### src/rtl/req_encoder_pkg.sv
// Shared definitions for the request encoder: default sizes, controller state
// encoding and the log2 helper used to cross-check the code width.
package req_encoder_pkg;

  localparam int N_DEF = 4;
  localparam int W_DEF = 2;

  // Controller states: IDLE has no code on offer, HOLD presents code_out.
  typedef enum logic [0:0] {
    ST_IDLE = 1'b0,
    ST_HOLD = 1'b1
  } enc_state_e;

  // Ceiling log2, used at elaboration to check W against N.
  function automatic int clog2(input int value);
    int result;
    int v;
    result = 0;
    v = value - 1;
    while (v > 0) begin
      result = result + 1;
      v = v >> 1;
    end
    return result;
  endfunction

endpackage

### src/rtl/req_encoder_prio_pick.sv
// Combinational priority picker: returns the index of the highest set bit of
// in_vec plus a flag that says whether any bit is set at all.
module prio_pick
  import req_encoder_pkg::*;
#(
  parameter int N = N_DEF,
  parameter int W = W_DEF
) (
  input  logic [N-1:0] in_vec,
  output logic [W-1:0] idx,
  output logic         any
);

  // Ascending scan so that the last (highest) set bit wins.
  always_comb begin
    idx = {W{1'b0}};
    for (int i = 0; i < N; i++) begin
      if (in_vec[i]) begin
        idx = W'(i);
      end else begin
        idx = idx;
      end
    end
    any = |in_vec;
  end

endmodule

### src/rtl/req_encoder.sv
// req_encoder: clocked N-to-log2(N) priority encoder with a valid/ready output.
// Request bits are collected into a pending set; one code is offered at a time,
// highest index first, and held stable until the consumer takes it.
// Optional feature macro: ENC_OVERRUN_EN adds a sticky flag that records a
// request arriving for a bit that is already pending (a merged, lost event).
module req_encoder
  import req_encoder_pkg::*;
#(
  parameter int N = N_DEF,
  parameter int W = W_DEF
) (
  input  logic         clk,
  input  logic         rst,
  input  logic [N-1:0] d_in,
  output logic [W-1:0] code_out,
  output logic         valid_out,
  input  logic         ready_in,
  output logic [N-1:0] pend_out,
  output logic         ovr_out
);

  // Elaboration-time guard: the code width must be exactly log2(N).
  if (W != clog2(N) || N < 2) begin : g_size_check
    $error("req_encoder: W must equal log2(N) and N must be >= 2");
  end

  enc_state_e     st_r;
  enc_state_e     st_nxt_s;
  logic [W-1:0]   code_r;
  logic [W-1:0]   code_nxt_s;
  logic [N-1:0]   pend_r;
  logic [N-1:0]   pend_nxt_s;
  logic           xfer_s;
  logic [N-1:0]   clr_s;
  logic [N-1:0]   cand_s;
  logic [W-1:0]   pick_s;
  logic           any_s;

  prio_pick #(
    .N (N),
    .W (W)
  ) u_pick (
    .in_vec (cand_s),
    .idx    (pick_s),
    .any    (any_s)
  );

  // Candidate set: the offered bit is cleared on a transfer before new
  // requests are merged, so a same-cycle request for it re-arms the bit.
  always_comb begin
    xfer_s = (st_r == ST_HOLD) & ready_in;
    clr_s  = {N{1'b0}};
    if (xfer_s) begin
      clr_s[code_r] = 1'b1;
    end else begin
      clr_s = {N{1'b0}};
    end
    cand_s = (pend_r & ~clr_s) | d_in;
  end

  // Next-state logic: load a code when leaving IDLE or after a transfer;
  // while waiting in HOLD the offered code is frozen and requests only merge.
  always_comb begin
    st_nxt_s   = st_r;
    code_nxt_s = code_r;
    pend_nxt_s = pend_r;
    case (st_r)
      ST_IDLE: begin
        pend_nxt_s = cand_s;
        if (any_s) begin
          st_nxt_s   = ST_HOLD;
          code_nxt_s = pick_s;
        end else begin
          st_nxt_s   = ST_IDLE;
        end
      end
      ST_HOLD: begin
        if (xfer_s) begin
          pend_nxt_s = cand_s;
          if (any_s) begin
            code_nxt_s = pick_s;
          end else begin
            st_nxt_s   = ST_IDLE;
          end
        end else begin
          pend_nxt_s = pend_r | d_in;
        end
      end
      default: begin
        st_nxt_s   = ST_IDLE;
        pend_nxt_s = {N{1'b0}};
      end
    endcase
  end

  // State, code and pending-set registers with synchronous reset.
  always_ff @(posedge clk) begin
    if (rst) begin
      st_r   <= ST_IDLE;
      code_r <= {W{1'b0}};
      pend_r <= {N{1'b0}};
    end else begin
      st_r   <= st_nxt_s;
      code_r <= code_nxt_s;
      pend_r <= pend_nxt_s;
    end
  end

  assign code_out  = code_r;
  assign valid_out = (st_r == ST_HOLD);
  assign pend_out  = pend_r;

`ifdef ENC_OVERRUN_EN
  logic ovr_r;

  // Sticky overrun: a request hits a bit still pending after this cycle's
  // clear, so two events collapse into one code. Only reset clears it.
  always_ff @(posedge clk) begin
    if (rst) begin
      ovr_r <= 1'b0;
    end else if (|((pend_r & ~clr_s) & d_in)) begin
      ovr_r <= 1'b1;
    end else begin
      ovr_r <= ovr_r;
    end
  end

  assign ovr_out = ovr_r;
`else
  assign ovr_out = 1'b0;
`endif

endmodule

### config.mk
export PLATFORM = sky130hd
export DESIGN_NAME = req_encoder
export DESIGN_NICKNAME = d
export VERILOG_FILES = /design/src/rtl/req_encoder_pkg.sv /design/src/rtl/req_encoder_prio_pick.sv /design/src/rtl/req_encoder.sv
export SDC_FILE = /design/constraint.sdc
export NUM_CORES = 1
export LEC_CHECK = 0
export CAP_MARGIN = 20
export CORE_AREA = 3 3 40 42
export DETAILED_ROUTE_END_ITERATION = 10
export DIE_AREA = 0 0 43 45
export SYNTH_ARGS = -nofsm -noshare
export SYNTH_HDL_FRONTEND = slang
export SYNTH_SLANG_ARGS = --single-unit
### constraint.sdc
create_clock -name clk -period 3.6 [get_ports clk]
set_input_delay 0.72 -clock clk [delete_from_list [all_inputs] [get_ports clk]]
set_output_delay 0.72 -clock clk [all_outputs]
set_load 0.005 [all_outputs]
==> flow_metrics.env <==
# flow metrics
export IMPL_outcome="completed"
export IMPL_p_int_w=0.0001506
export IMPL_path_depth=1
export IMPL_cp_max_fo=6
export IMPL_share_comb_of_total_power_pct=19.9
export IMPL_hp_class="reg2reg"
export IMPL_coreArea_um2=1285
export IMPL_post_place_ws_ns=1.469
export IMPL_critPathTopFamily="buffers and inverters"
export IMPL_die_x_um=43
export IMPL_ys_area_um2=335.3
export IMPL_netlist_area_um2=335.3
export IMPL_r2r_start="code_out[1]"
export IMPL_worst_slack_ns=1.702
export IMPL_edf_count=0
export IMPL_cp_endpoint="valid_out"
export IMPL_seq_power_w=0.0000899
export IMPL_dominant_cells="multi-input combinational cells"
export IMPL_crit_chain="clkdlybuf4s50_1"
export IMPL_grt_overflow=0
export IMPL_power_share_clock_pct=35.1
export IMPL_drive_above_1_share_pct=18.37
export IMPL_worstReg2RegEnd="code_out[1]"
export IMPL_period_used_pct=52.71
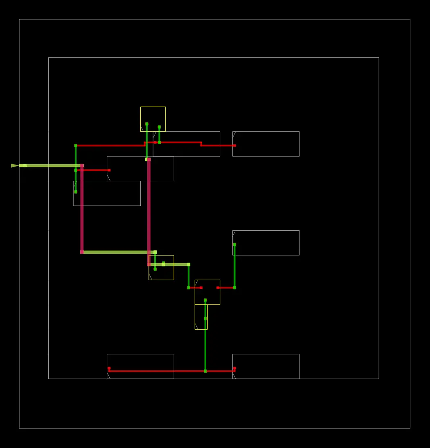
(clock nets)
clock buf count: 4
clk_skew: 0.002337 ns
clk_lat worst skew: 0.25 ns
CTS sink cnt: 7
flop count: 7

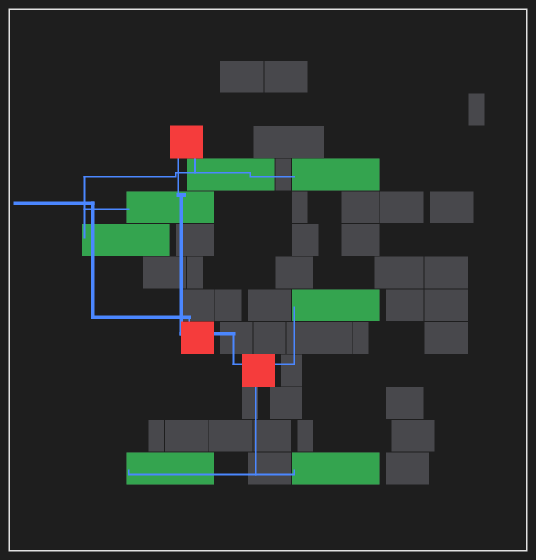
(clock network drawn from the DEF)
(12 px per um)
flip-flops: shown in green, count 7. cells driving clock nets: shown in red, count 3. clock wires: shown in blue, length 108 um.
There are 4 routed clock nets.

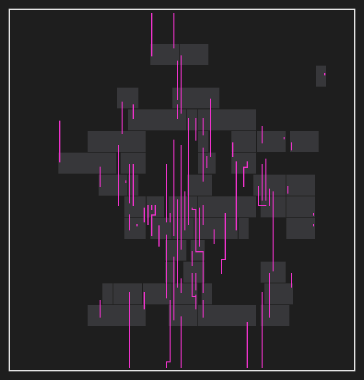
(signal wires on met2)
(8 px per um) Cells faint in the background.
The layer carries 297 um of wire. 49 nets have wire on it.

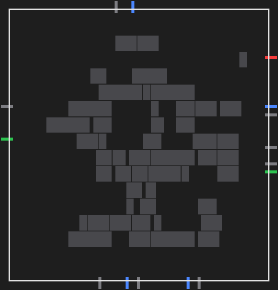
(ports around the boundary)
(6 px per um) Pins as bars across the die edge, other pins in grey.
pend_out: shown in blue, pins 4, direction output, edge 2 south, 1 east, 1 north. ovr_out: shown in red, pins 1, direction output, edge east. code_out: shown in green, pins 2, direction output, edge 1 east, 1 west.
All pins by edge: 6 east, 5 south, 2 west, 2 north.

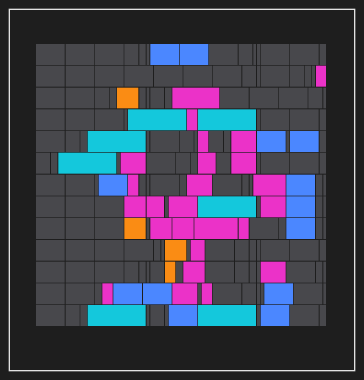
(placement by cell class)
(8 px per um) Fill, decap, tap and diode cells in grey.
other buffers and delay cells: shown in blue, cells 13, share of their area 27%. flip-flops: shown in cyan, cells 7, share of their area 29%. all other logic: shown in magenta, cells 25, share of their area 39%. clock drivers and dummy loads: shown in orange, cells 4, share of their area 5.4%.

